`config.mk`:
```
export PLATFORM = sky130hd
export DESIGN_NAME = csa_result_fifo_flat
export DESIGN_NICKNAME = d
export VERILOG_FILES = /design/src/rtl/csa_result_fifo_if.sv /design/src/rtl/csa_result_fifo.sv /design/src/flat_wrapper.sv
export SDC_FILE = /design/constraint.sdc
export NUM_CORES = 1
export LEC_CHECK = 0
export CAP_MARGIN = 20
export CORE_MARGIN = 4
export CORE_UTILIZATION = 49
export CTS_CLUSTER_SIZE = 8
export DETAILED_ROUTE_END_ITERATION = 16
export PLACE_DENSITY = 0.75
export RECOVER_POWER = 25
export SYNTH_ARGS = -nofsm -noshare
export SYNTH_HDL_FRONTEND = slang
export SYNTH_SLANG_ARGS = --single-unit
```
`constraint.sdc`:
```
create_clock -name clk -period 2.5 [get_ports clk]
set_input_delay 0.375 -clock clk [delete_from_list [all_inputs] [get_ports clk]]
set_output_delay 0.375 -clock clk [all_outputs]
set_load 0.005 [all_outputs]
```
`src/rtl/csa_result_fifo_if.sv`:
```
// Handshake bundle between the carry-select adder, its result FIFO and the consumer.
// Carries the push side (adder outputs plus operand MSBs) and the pop side (head entry with flags).
// The master drives push data and pop acceptance; the slave (the FIFO) drives ready, valid and head data.
interface csa_result_fifo_if #(
    parameter int WIDTH = 64
);
    logic             in_valid;
    logic             in_ready;
    logic [WIDTH-1:0] sum;
    logic             c_out;
    logic             a_msb;
    logic             b_msb;
    logic             out_valid;
    logic             out_ready;
    logic [WIDTH-1:0] out_sum;
    logic             out_cout;
    logic             out_zero;
    logic             out_neg;
    logic             out_ovf;

    modport master (
        output in_valid, sum, c_out, a_msb, b_msb, out_ready,
        input  in_ready, out_valid, out_sum, out_cout, out_zero, out_neg, out_ovf
    );

    modport slave (
        input  in_valid, sum, c_out, a_msb, b_msb, out_ready,
        output in_ready, out_valid, out_sum, out_cout, out_zero, out_neg, out_ovf
    );
endinterface

```
`src/rtl/csa_result_fifo.sv`:
```
// Captures adder sum/c_out with zero/neg/ovf flags into a first-word-fall-through FIFO.
// Latency: an entry pushed at edge N is at the head after edge N; there is no same-cycle bypass.
// Backpressure: in_ready drops when full, from registered state only (a same-cycle pop frees nothing);
// the head holds while out_ready is low.
// Optional macro STICKY_OVF_EN adds the ovf_sticky output and the ovf_clr input.
module csa_result_fifo #(
    parameter int WIDTH = 64,
    parameter int DEPTH = 4
) (
    input  logic                     clk,
    input  logic                     rst_n,
    csa_result_fifo_if.slave         bus,
`ifdef STICKY_OVF_EN
    output logic                     ovf_sticky,
    input  logic                     ovf_clr,
`endif
    output logic [$clog2(DEPTH):0]   count
);
    localparam int AW = $clog2(DEPTH);
    localparam int CW = AW + 1;

    typedef struct packed {
        logic [WIDTH-1:0] sum;
        logic             cout;
        logic             zero;
        logic             neg;
        logic             ovf;
    } entry_t;

    entry_t          mem [DEPTH];
    entry_t          wr_ent;
    entry_t          head;
    logic [AW-1:0]   wr_ptr;
    logic [AW-1:0]   rd_ptr;
    logic [CW-1:0]   count_nxt;
    logic            ready_q;
    logic            not_empty;
    logic            push;
    logic            pop;

    assign not_empty = (count != '0);
    assign push      = bus.in_valid && ready_q;
    assign pop       = not_empty && bus.out_ready;

    // Flags are derived from the incoming sum so they travel with the entry.
    always_comb begin
        wr_ent      = '0;
        wr_ent.sum  = bus.sum;
        wr_ent.cout = bus.c_out;
        wr_ent.zero = (bus.sum == '0);
        wr_ent.neg  = bus.sum[WIDTH-1];
        wr_ent.ovf  = (bus.a_msb == bus.b_msb) && (bus.sum[WIDTH-1] != bus.a_msb);
    end

    // Occupancy for the next cycle; push and pop together leave it unchanged.
    always_comb begin
        count_nxt = count;
        case ({push, pop})
            2'b10:   count_nxt = count + CW'(1);
            2'b01:   count_nxt = count - CW'(1);
            default: count_nxt = count;
        endcase
    end

    // Pointers, occupancy and the registered ready flag; ready is low during reset.
    always_ff @(posedge clk) begin
        if (!rst_n) begin
            wr_ptr  <= '0;
            rd_ptr  <= '0;
            count   <= '0;
            ready_q <= 1'b0;
        end else begin
            if (push) wr_ptr <= wr_ptr + AW'(1);
            if (pop)  rd_ptr <= rd_ptr + AW'(1);
            count   <= count_nxt;
            ready_q <= (count_nxt != CW'(DEPTH));
        end
    end

    // Entry storage is deliberately left out of reset.
    always_ff @(posedge clk) begin
        if (push) mem[wr_ptr] <= wr_ent;
    end

    // Head is read straight from storage and blanked when the FIFO is empty.
    always_comb begin
        head          = mem[rd_ptr];
        bus.in_ready  = ready_q;
        bus.out_valid = not_empty;
        bus.out_sum   = not_empty ? head.sum  : '0;
        bus.out_cout  = not_empty ? head.cout : 1'b0;
        bus.out_zero  = not_empty ? head.zero : 1'b0;
        bus.out_neg   = not_empty ? head.neg  : 1'b0;
        bus.out_ovf   = not_empty ? head.ovf  : 1'b0;
    end

`ifdef STICKY_OVF_EN
    // Sticky overflow: a push with ovf set wins over a simultaneous clear.
    always_ff @(posedge clk) begin
        if (!rst_n)
            ovf_sticky <= 1'b0;
        else if (push && wr_ent.ovf)
            ovf_sticky <= 1'b1;
        else if (ovf_clr)
            ovf_sticky <= 1'b0;
    end
`endif
endmodule

```
`src/flat_wrapper.sv`:
```
// flat-port wrapper written by rule: the top's interface ports become plain ports
module csa_result_fifo_flat 
#(
    parameter int WIDTH = 64,
    parameter int DEPTH = 4
)
  (clk, rst_n, count, bus_in_valid, bus_sum, bus_c_out, bus_a_msb, bus_b_msb, bus_out_ready, bus_in_ready, bus_out_valid, bus_out_sum, bus_out_cout, bus_out_zero, bus_out_neg, bus_out_ovf);
  csa_result_fifo_if #(.WIDTH(WIDTH)) bus_i ();
  input  logic clk;
  input  logic rst_n;
  output logic [$clog2(DEPTH):0] count;
  input wire logic [$bits(bus_i.in_valid)-1:0] bus_in_valid;
  input wire logic [$bits(bus_i.sum)-1:0] bus_sum;
  input wire logic [$bits(bus_i.c_out)-1:0] bus_c_out;
  input wire logic [$bits(bus_i.a_msb)-1:0] bus_a_msb;
  input wire logic [$bits(bus_i.b_msb)-1:0] bus_b_msb;
  input wire logic [$bits(bus_i.out_ready)-1:0] bus_out_ready;
  output wire logic [$bits(bus_i.in_ready)-1:0] bus_in_ready;
  output wire logic [$bits(bus_i.out_valid)-1:0] bus_out_valid;
  output wire logic [$bits(bus_i.out_sum)-1:0] bus_out_sum;
  output wire logic [$bits(bus_i.out_cout)-1:0] bus_out_cout;
  output wire logic [$bits(bus_i.out_zero)-1:0] bus_out_zero;
  output wire logic [$bits(bus_i.out_neg)-1:0] bus_out_neg;
  output wire logic [$bits(bus_i.out_ovf)-1:0] bus_out_ovf;
  assign bus_i.in_valid = bus_in_valid;
  assign bus_i.sum = bus_sum;
  assign bus_i.c_out = bus_c_out;
  assign bus_i.a_msb = bus_a_msb;
  assign bus_i.b_msb = bus_b_msb;
  assign bus_i.out_ready = bus_out_ready;
  assign bus_in_ready = bus_i.in_ready;
  assign bus_out_valid = bus_i.out_valid;
  assign bus_out_sum = bus_i.out_sum;
  assign bus_out_cout = bus_i.out_cout;
  assign bus_out_zero = bus_i.out_zero;
  assign bus_out_neg = bus_i.out_neg;
  assign bus_out_ovf = bus_i.out_ovf;
  csa_result_fifo #(.WIDTH(WIDTH), .DEPTH(DEPTH)) u_core (.clk(clk), .rst_n(rst_n), .bus(bus_i), .count(count));
endmodule
```
**Met1 routing**

Scale bar: 50 um. Supply wires on this layer in gray.
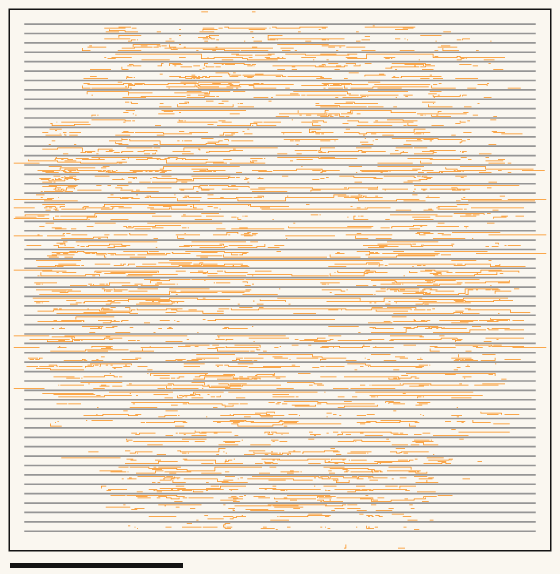
- longest straight run: 67.6 um
- share of all routed wire: 39%

**Metal 2**

Scale bar: 50 um.
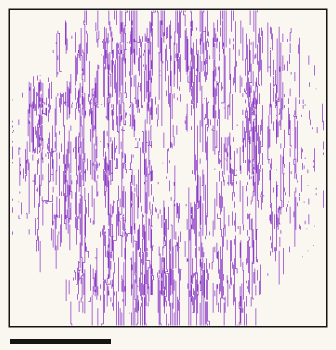
- share of all routed wire: 52%
- wire length on this layer: 12200 um
- main direction: vertical
- longest straight run: 68.2 um
- nets with wire on the layer: 740

**Met3 routing**

Cells faint in the background.
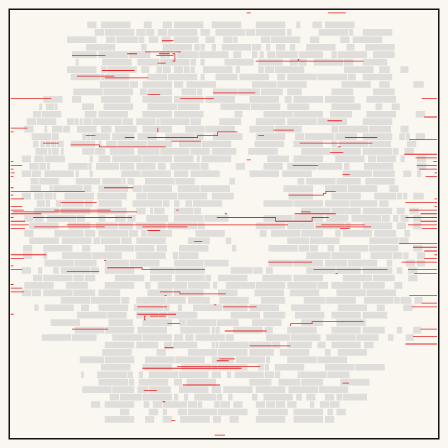
- share of all routed wire: 6.0%
- main direction: horizontal
- nets with wire on the layer: 108
- longest straight run: 80.5 um
drt total wl: 23300 um
met3 usage: 0.0418
detailed-route via count: 5666

==> notes.md <==
The flow completed. Relative contribution of the clock network to total power landed at 0.296. STA classifies the critical path startpoint as a flop. Yosys reports the multiplexer fraction of the synthesized area as 0.140. After detailed placement, the design holds a cell count of 928. Met1 global-route usage landed at 0.261. In the synthesis report, Yosys lists the chip area as 10800 um2. TritonCTS built the clock tree. Total grt overflow landed at 0. The finished design was reported to have a net count of 799.

Looking at the reg2reg group, the worst path ends at u_core.bus.in_ready$_SDFF_PN0_. Clock skew after layout landed at 0.0155 ns. Adder-cell share of the synthesized area landed at 0.00765.

The layout report gives the multi-input gate share of total cell area as 0.173. Counting along the longest clock path gives a buffer depth of 3. Worst-skew pair later-pin latency landed at 0.50 ns. The flow measured a signed area growth from synthesis to layout of 31.8%. Routability congestion estimate landed at 0.770.

Looking at hold timing, the worst path starts from u_core.wr_ptr[1]$_SDFFE_PN0P_. The multi-input combinational cells in the finished layout cover a total of 2460 um2. According to the timing report, the arrival time at the worst endpoint equals 2.10 ns. The main area contributors are edfxtp_1 75%, mux4_2 14%, and2_1 3.9%. Non-clock buffer total of the final layout landed at 201. Per the timing report, the achievable frequency comes out to 405 MHz. The worst setup path is captured at an output port. The kind of cell with the highest combined delay along the critical path is buffers and inverters. Placeable core area landed at 21800 um2. Checking hold timing, the worst path is listed with class flop to flop. Switching power as a share of total power landed at 0.255. After layout, the clock buffer instance count stands at 49. By instance count, the cell type seen most on the critical path is buf_8.

The run finished with clean final reports. The area fraction of the largest cell type after synthesis is 0.746. Detailed routing placed a total of 12200 um of wire on met2. The slowest stage of the critical path is the mux4_2 cell. Setup fix buffers added after clock tree synthesis landed at 30.

For this design, the sink count on the clock tree is 278. Count of non-CTS inverters in the layout landed at 7. Worst relative slew slack landed at 0.583.

Entering global routing, the biggest net connects 35 pins. The launch point of the worst register-to-register path is recorded as u_core.count[1]$_SDFF_PN0_. Highest ir drop seen on vdd landed at 709 uV. The most critical setup path has its endpoint at bus_out_sum[31]. Among all cell classes, the greatest summed area belongs to sequential cells. The synthesized instance count is 502. Non-clock buffering overhead in the final layout landed at 0.146. Register share after synthesis landed at 0.764. The worst hold path passes through 2 cells. Worst-case reg-to-reg path depth landed at 8. Stage-log warning count landed at 31.

Deepest level of the CTS H-tree landed at 2. Slew of the pin with the lowest slew margin landed at 0.619 ns. Clock-pin transition on the worst setup and hold timing paths landed at 0.05 ns.

Yosys stat cell total landed at 502. The completed layout was analyzed and its total power is 15.6 mW. Clock network area share landed at 0.0745.

The top cell type in the final layout, fill and taps aside, is edfxtp_1. Number of well-tap cells placed landed at 280. Sequential standard cell area landed at 8260 um2. Final design utilization landed at 0.654. Final count of pins violating max slew landed at 0. The largest registers in the layout are u_core.mem: 268 flops, u_core.count: 3 flops. The most common logic cells in the final layout are 268 x edfxtp_1, 67 x mux4_2, 41 x clkbuf_16, 39 x dlygate4sd3_1, 37 x and2_4. The first global-routing pass estimated 36100 um of wire. Per the synthesis report, the dominant area consumer among library cells is edfxtp_1. In this run the cell area measured after placement is 12800 um2.

By area, the combinational part of the netlist is dominated by multiplexers. For this run, the script counts the antenna cells in the layout as 0. Count of unresolved DRC violations after routing landed at 0. The root buffer cell chosen for the clock tree is clkbuf_16.

Number of flip-flops and latches landed at 278. Relative contribution of sequential cells to total power landed at 0.376. Area fraction in and, or, nand and nor cells after synthesis landed at 0.0597.

The worst path in the final design needs a cycle of 2.47 ns, including I/O delays and setup. STA puts the critical path data required time at 2.12 ns. Number of synthesized flops with an enable pin landed at 268. The commonest cells after synthesis are 268 x edfxtp_1, 67 x and2_1, 67 x mux4_2. Number of I/O port buffers landed at 143. Internal power comes to 11.6 mW.

Per the run summary, max-cap violations total 0. The cell area that synthesis handed to floorplanning was 10800 um2. Per the post-synthesis stats, the area per cell is 21.5 um2. Met2 track demand over resource in global routing landed at 0.329. The register with the most flip-flops in the layout has 268 of them.

The final timing summary puts the cycle share of the worst path at 0.988. Row generation in the floorplan step produced 54 rows. Via density per instance landed at 5.61. Sequential cells consume a total of 5.84 mW. In this run the critical path is formed by buf_8, buf_8, buf_4, mux4_2, and2_4, clkdlybuf4s15_1. Count of distinct cell types in the synthesized netlist landed at 31. Summed over all nets, wire length on met3 after detailed routing comes to 1400 um. Initial antenna violation count landed at 1.

The share of total power dissipated in combinational logic is 0.328. Looking at the gate-level netlist, the highest instance count belongs to edfxtp_1. Setup repair after global routing could not meet its margin everywhere. The switching component of the power was reported as 3.97 mW. Dividing the detail-routed wire length by the instance count gives 23.0 um. Worst hold slack landed at 0.519 ns.

Looking at the cell usage after synthesis, the top flip-flop cell is edfxtp_1. Die outline area landed at 24500 um2. Before CTS, the worst setup slack after placement is -0.206 ns. Number of hold-slack violations in the final timing report landed at 0. By startpoint and endpoint, the worst setup path is classified as flop to output port. Total I/O pin count landed at 144. Share of final-layout standard cells stronger than drive strength 1 landed at 0.342.

Number of optimization iterations in the first detailed-route pass landed at 5. According to the floorplan report, the die width is 156 um. In this run, the synthesized area fraction spent on xor and xnor cells is recorded as 0.00406. Wire length the detailed router placed on met1 landed at 9120 um.

Power per standard cell area landed at 1090 nW/um2. Count of instances resized after the clock tree is built landed at 211. met2 is the most crowded layer. Ranked by flip-flop count, first place goes to u_core.mem. Total nets after synthesis landed at 579.

In the floorplan report the effective utilization is 0.496. Per the TritonCTS log, the buffer count is 40. Per the layout report, the design carries 1438 filler cells. Total of hold buffers inserted after clock tree synthesis landed at 0. The synthesis report lists the Yosys warning total as 0. Combinational cell power landed at 5.10 mW. Final worst setup slack landed at 0.0297 ns. Number of synthesized register bits landed at 278. HPWL reported at the end of detailed placement landed at 13800 um. Looking at the hold checks, the worst path lands on u_core.wr_ptr[1]$_SDFFE_PN0P_.

The finished layout holds 1010 standard cells, fillers aside. The critical path crosses 6 cells after its start point. Chip height landed at 156 um.

The highest metal layer carrying signal wires in the routed design is met5. Maximum fanout encountered on the critical timing path landed at 5. Counting both buffers and inverters, the worst setup path holds a total of 4. Reg-to-reg setup timing slack landed at 0.33 ns. Final-layout setup total negative slack landed at 0 ns.

The analysis attributes to cell leakage a power of 4.86 nW. Fraction of registers with async set/reset landed at 0. The largest part of the power goes to sequential cells. Clock network power landed at 4.61 mW. According to the cell report, the number of logic gates is 194. AND-OR/OR-AND share of the synthesized area landed at 0.00556.

Global routing usage summed across all routing layers landed at 0.196.
Power and IR drop assume default switching activity.
